**src/rtl/stopwatch_controller.sv**
```systemverilog
// -----------------------------------------------------------------------------
// stopwatch_controller
//
// Control block for an M:SS.t stopwatch. It debounces the three board buttons,
// divides the system clock down to a tenth-second count strobe and runs the
// IDLE / RUN / LAP / STOPPED state machine. It also clears the external BCD
// time counter and freezes the displayed value while a lap is shown.
//
// Ports:
//   clock          in   system clock, all logic on the rising edge
//   reset          in   asynchronous active-low reset
//   btn_startstop  in   raw start/stop button (active-high, asynchronous)
//   btn_lap        in   raw lap button (active-high, asynchronous)
//   btn_clear      in   raw clear button (active-high, asynchronous)
//   digits_in      in   live BCD count {d3,d2,d1,d0} from the time counter
//   count_enable   out  one-cycle increment strobe to the time counter
//   count_clear    out  one-cycle clear strobe to the time counter
//   digits_out     out  value to display: live count, or the latched lap value
//   running        out  high in RUN and LAP
//   lapping        out  high in LAP
// -----------------------------------------------------------------------------
module stopwatch_controller #(
    parameter int unsigned TICK_DIV        = 10000000,
    parameter int unsigned DEBOUNCE_CYCLES = 1000000,
    parameter logic [15:0] MAX_DIGITS      = 16'h9599
) (
    input  logic        clock,
    input  logic        reset,
    input  logic        btn_startstop,
    input  logic        btn_lap,
    input  logic        btn_clear,
    input  logic [15:0] digits_in,
    output logic        count_enable,
    output logic        count_clear,
    output logic [15:0] digits_out,
    output logic        running,
    output logic        lapping
);

    localparam int NUM_BTN = 3;
    localparam int PW      = $clog2(TICK_DIV);
    localparam int DW      = $clog2(DEBOUNCE_CYCLES + 1);

    localparam int BTN_SS  = 0;
    localparam int BTN_LAP = 1;
    localparam int BTN_CLR = 2;

    typedef enum logic [1:0] {
        S_IDLE    = 2'd0,
        S_RUN     = 2'd1,
        S_LAP     = 2'd2,
        S_STOPPED = 2'd3
    } state_e;

    // -------------------------------------------------------------------------
    // Button path: synchroniser, debouncer, rising-edge press pulse
    // -------------------------------------------------------------------------
    logic [NUM_BTN-1:0] btn_raw;
    logic [NUM_BTN-1:0] press;

    assign btn_raw = {btn_clear, btn_lap, btn_startstop};

    for (genvar g = 0; g < NUM_BTN; g++) begin : g_btn
        logic          sync1_q;
        logic          sync2_q;
        logic          level_q;
        logic          press_q;
        logic [DW-1:0] cnt_q;
        logic          stable_done;

        assign stable_done = (cnt_q == DW'(DEBOUNCE_CYCLES - 1));

        // The counter only runs while the synchronised level differs from the
        // accepted level. Any bounce back to the accepted level zeroes it, so
        // each edge of the synchronised level restarts the stability window.
        always_ff @(posedge clock or negedge reset) begin
            if (!reset) begin
                sync1_q <= 1'b0;
                sync2_q <= 1'b0;
                level_q <= 1'b0;
                press_q <= 1'b0;
                cnt_q   <= '0;
            end else begin
                sync1_q <= btn_raw[g];
                sync2_q <= sync1_q;
                press_q <= 1'b0;
                if (sync2_q == level_q) begin
                    cnt_q <= '0;
                end else if (stable_done) begin
                    level_q <= sync2_q;
                    cnt_q   <= '0;
                    // Only a newly accepted high level is a press.
                    press_q <= sync2_q;
                end else begin
                    cnt_q <= cnt_q + DW'(1);
                end
            end
        end

        assign press[g] = press_q;
    end

    logic ss_p;
    logic lap_p;
    logic clr_p;

    assign ss_p  = press[BTN_SS];
    assign lap_p = press[BTN_LAP];
    assign clr_p = press[BTN_CLR];

    // -------------------------------------------------------------------------
    // State machine, prescaler, strobes and lap register
    // -------------------------------------------------------------------------
    state_e        state_q, state_d;
    logic [PW-1:0] presc_q, presc_d;
    logic [15:0]   lap_q,   lap_d;
    logic          ce_q,    ce_d;
    logic          clr_q,   clr_d;

    logic counting;
    logic tick;
    logic saturate;

    assign counting = (state_q == S_RUN) || (state_q == S_LAP);
    assign tick     = counting && (presc_q == PW'(TICK_DIV - 1));
    // A tick at full scale would wrap the counter; stop instead.
    assign saturate = tick && (digits_in == MAX_DIGITS);

    always_comb begin
        state_d = state_q;
        presc_d = presc_q;
        lap_d   = lap_q;
        ce_d    = tick && !saturate;
        clr_d   = 1'b0;

        // The prescaler holds outside RUN/LAP so a partial tenth survives a
        // stop/start.
        if (counting) begin
            presc_d = tick ? '0 : presc_q + PW'(1);
        end

        // if/else chains give ss_p > lap_p > clr_p; losers are dropped.
        case (state_q)
            S_IDLE: begin
                if (ss_p) begin
                    state_d = S_RUN;
                end else if (clr_p) begin
                    clr_d   = 1'b1;
                    presc_d = '0;
                end
            end
            S_RUN: begin
                if (ss_p) begin
                    state_d = S_STOPPED;
                end else if (lap_p) begin
                    state_d = S_LAP;
                    lap_d   = digits_in;
                end
            end
            S_LAP: begin
                if (ss_p) begin
                    state_d = S_STOPPED;
                end else if (lap_p) begin
                    state_d = S_RUN;
                end
            end
            S_STOPPED: begin
                if (ss_p) begin
                    state_d = S_RUN;
                end else if (clr_p) begin
                    state_d = S_IDLE;
                    clr_d   = 1'b1;
                    presc_d = '0;
                end
            end
            default: begin
                state_d = S_IDLE;
            end
        endcase

        // Saturation wins over any button in the same cycle.
        if (saturate) begin
            state_d = S_STOPPED;
        end
    end

    always_ff @(posedge clock or negedge reset) begin
        if (!reset) begin
            state_q <= S_IDLE;
            presc_q <= '0;
            lap_q   <= '0;
            ce_q    <= 1'b0;
            clr_q   <= 1'b0;
        end else begin
            state_q <= state_d;
            presc_q <= presc_d;
            lap_q   <= lap_d;
            ce_q    <= ce_d;
            clr_q   <= clr_d;
        end
    end

    // -------------------------------------------------------------------------
    // Outputs
    // -------------------------------------------------------------------------
    // ce_q is only ever set from RUN/LAP and clr_q only from IDLE/STOPPED, so
    // the two strobes can never coincide.
    assign count_enable = ce_q;
    assign count_clear  = clr_q;
    assign running      = counting;
    assign lapping      = (state_q == S_LAP);
    assign digits_out   = (state_q == S_LAP) ? lap_q : digits_in;

endmodule

```
**config.mk**
```make
export PLATFORM = sky130hd
export DESIGN_NAME = stopwatch_controller
export DESIGN_NICKNAME = d
export VERILOG_FILES = /design/src/rtl/stopwatch_controller.sv
export SDC_FILE = /design/constraint.sdc
export NUM_CORES = 1
export LEC_CHECK = 0
export CORE_UTILIZATION = 47
export CTS_CLUSTER_SIZE = 24
export DETAILED_ROUTE_END_ITERATION = 10
export PLACE_DENSITY = 0.66
export SLEW_MARGIN = 20
export SYNTH_ARGS = -nofsm -noshare
export SYNTH_HDL_FRONTEND = slang
export SYNTH_SLANG_ARGS = --single-unit
```
**constraint.sdc**
```tcl
create_clock -name clock -period 5.5 [get_ports clock]
set_input_delay 0.55 -clock clock [delete_from_list [all_inputs] [get_ports clock]]
set_output_delay 0.55 -clock clock [all_outputs]
set_load 0.02 [all_outputs]
```
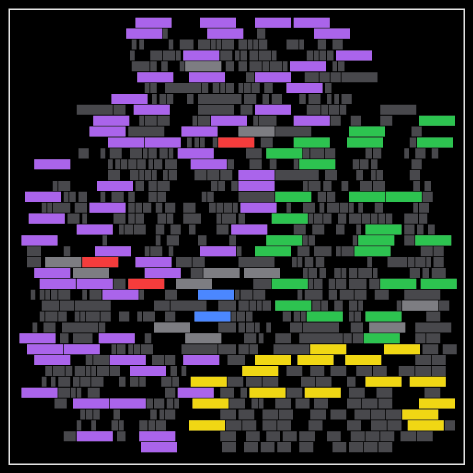
*Sequential cells coloured by netlist name*
(4 px per µm) Other sequential cells in the stronger grey, the rest of the logic in the fainter grey.
Key: blue = state_q [placed flops 2]; purple = g_btn.cnt_q [placed flops 60]; red = g_btn.sync2_q [placed flops 3]; yellow = lap_q [placed flops 16]; green = presc_q [placed flops 24, where east]
Another 11 sequential cells are not coloured.
flop share of the area: 41.5%
fin util: 58.0%
register area: 2900 µm²
Power Sequential: 0.943 mW

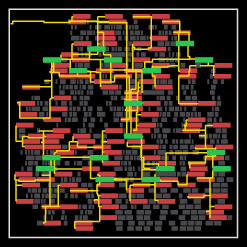
*Routed clock nets over the placement*
(2 px per µm)
Key: red = flip-flops [count 116]; green = clock drivers [count 17]; yellow = clock wires [length 1510 µm]
There are 18 routed clock nets. Position of the flops: widely spread.
clock network fraction of design power: 45.0%
clk latency late pin: 400 ps
Worst Skew: 7.26 ps

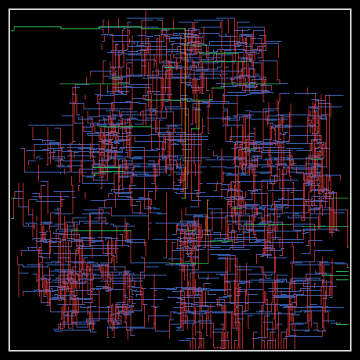
*Wiring by layer*
(3 px per µm)
Key: green = metal 3 [wire length 325 µm]; red = metal 2 [wire length 5610 µm]; orange = metal 4 [wire length 77.5 µm]; blue = metal 1 [wire length 5290 µm]

==> cells in the mapped netlist, drive strengths merged (2+ instances only) <==
master | instances | share of area, %
o21ai | 15 | 1.3
nor4 | 15 | 1.6
xor2 | 14 | 2.1
nor2 | 61 | 3.9
nand4 | 18 | 2.0
mux2i | 2 | 0.34
ha | 9 | 1.9
nor3b | 2 | 0.26
buf | 7 | 0.71
or4 | 16 | 2.1
and3b | 2 | 0.30
or3 | 12 | 1.3
inv | 20 | 1.3
or4b | 3 | 0.52
and4 | 5 | 0.75
nand3 | 36 | 3.3
o41ai | 2 | 0.30
mux2 | 35 | 6.8
nand2b | 4 | 0.43
or2 | 2 | 0.21
nor2b | 2 | 0.21
and2 | 2 | 0.21
and3 | 10 | 1.1
clkbuf | 11 | 0.71
nand2 | 31 | 2.0
dfrtp | 116 | 50
nand3b | 2 | 0.26
nor4b | 4 | 0.60
a21oi | 28 | 2.4
xnor2 | 35 | 5.3
o31ai | 15 | 2.1
nor4bb | 3 | 0.52
a31oi | 3 | 0.32
nor3 | 11 | 0.94
nand4b | 4 | 0.60
==> stage by stage <==
step | util, % | hold WS, ps | std cells | worst slack (ps) | total power [mW]
after global placement | 53.0 | 336 | 761 | 2840 | 1.36
after detailed placement | 53.0 | 335 | 761 | 2760 | 1.38
after global routing | 58.0 | 343 | 793 | 2190 | 2.60
after floorplan | - | 254 | 567 | 3040 | 1.23
final | 58.0 | 271 | 793 | 2320 | 2.48
after CTS | 58.0 | 318 | 793 | 2310 | 2.51
==> power breakdown <==
part	internal (mW)	switching (mW)
sequential	0.897	0.0460
clock	0.736	0.380
combinational	0.199	0.224
==> sequential cells by signal, indices dropped and copies added, names as in the netlist <==
register / flops
presc_q: 24
count_clear: 1
g_btn.press_q: 2
g_btn.sync2_q: 3
lap_q: 16
g_btn.level_q: 3
g_btn.sync1_q: 3
g_btn.cnt_q: 60
count_enable: 1
state_q: 2
clr_p: 1
==> kinds of logic (layout without fill, tap and decap cells) <==
group,after synthesis,after routing
AOI/OAI and AO/OA,71,71
and+or+nand+nor,247,247
adders and majority gates,9,9
buffers and inverters,38,96
muxes,37,37
DFF,116,116
xor gates and xnor gates,49,49
==> metal layers <==
layer	vias to the layer above	global-route usage, %
met3	6	5.30
met5	-	0
met4	0	5.79
met1	2165	26.1
li1	2138	-
met2	57	32.1
==> worst max-delay path: cells and delay by family, from the launching register on <==
kind	cells	cell delay, ps
fa+ha+maj	1	690
mux	1	420
buf+inv	2	700
flops	1	410
==> final cells by class <==
class                      count  area, µm²
clock inverter                12        154
timing repair buffer          44        428
fill                        1022       5060
clock buffer                  20        457
multi-input combinational    413       2770
tap                          168        210
inverter                      20       75.1
sequential                   116       2900
==> run summary <==
impl run done, here's what came out: post-route cell area=7000 µm², initial antenna violation count=0, die height=113 µm, r2r startpoint=state_q[1]$_DFFE_PN0P_, Final Slew Violations=0, Boundary Pins=41, R2R Setup Slk=2840 ps, via/cell ratio=5.51, CP max-delay cell=ha_1, area fraction in compound gates=7.60%, first-pass GRT wire length=20300 µm, post-DP HPWL=around 7800 µm, Core Area=roughly 12000 µm², IO buf count=about 40, Max Cap Violations=0, Synth flops=116, die area=12800 µm², Final Critical Period=3180 ps, Slew @ Worst Pin=930 ps, startpoint types=flop, Max rail drop VDD=231 µV, overall routing resource usage=between 10% and 20%, most instantiated logic cells after routing=dfrtp_1 (116), nor2_1 (61), clkdlybuf4s50_1 (39), mux2_2 (35), xnor2_1 (35), Antenna Nets Post-Route=0, Max Fclk=0.314 GHz, Max stage delay on crit path=690 ps, prevailing post-synth register cell=dfrtp_1, final count of hold timing violations=0, DR pass1 iterations=4, Power Density=between 300 and 400 nW/µm², row cnt=40, Net Count, Synth=597, type of the worst setup path=reg2out, Worst setup startpoint=state_q[0]$_DFFE_PN0P_, cell total in the yosys stat output=567, Initial Util=a little under 50%, drt total wl=11300 µm, hold buffers post-CTS=0, wl on met1=between 5000 and 6000 µm, vias in the first global route=4392, CP max FO=19, synthesis-to-finish area growth=20.1%, Synth Cell Area=5830 µm², Num CTS Buffers=17, Worst Hold Class=in2async, crit path to=digits_out[5], maximum clock path buffer count=2, # setup viols final=0, via count=4366, NumNets Final=642, slew margin rel.=between 30% and 40%, Register-to-Register Path Depth=6, WL met2=~5600 µm, XOR/XNOR share of the synthesized area=7.36%, tool warnings=30, CTS resizes=0, # DRC=0, period utilization=57.9%, Top cell excl fill/tap=dfrtp_1, Post-Syn Area per Cell=10.3 µm², flip-flops with a built-in enable=0, crit end category=output pin, met3 WL post-DR=324 µm, comb area leader=simple AND/OR/NAND/NOR gates, post-route setup TNS=0 ps, Post-Synth Simple-Gate Area=23.5%, CTS clk-pin slew, worst paths=50 ps, Overflow after GRT=0, Ys Warns=0, distinct lib cells=between 50 and 60, yosys adder share=1.93%, Post-DP Area=roughly 6400 µm², # Post-CTS Setup Buffers=0, Sink Count=116, fraction of layout cells with a size suffix above 1=13.6%, CTS root buffer=clkbuf_16, P_leak=2.81 nW, DIE WIDTH=113 µm, RSZ-0062 raised after global routing=no, routability cong.=~0.85, initial DRC count=206, # diodes=0, status=completed, H-tree lvl count=4, worst r2r dst=presc_q[23]$_DFF_PN0_, Req. time, crit path=a little under 5000 ps, largest net degree at the start of global routing=76, WL/cell=~14 µm, Max Used Layer=met4
Power is estimated from default activity; no workload was simulated.
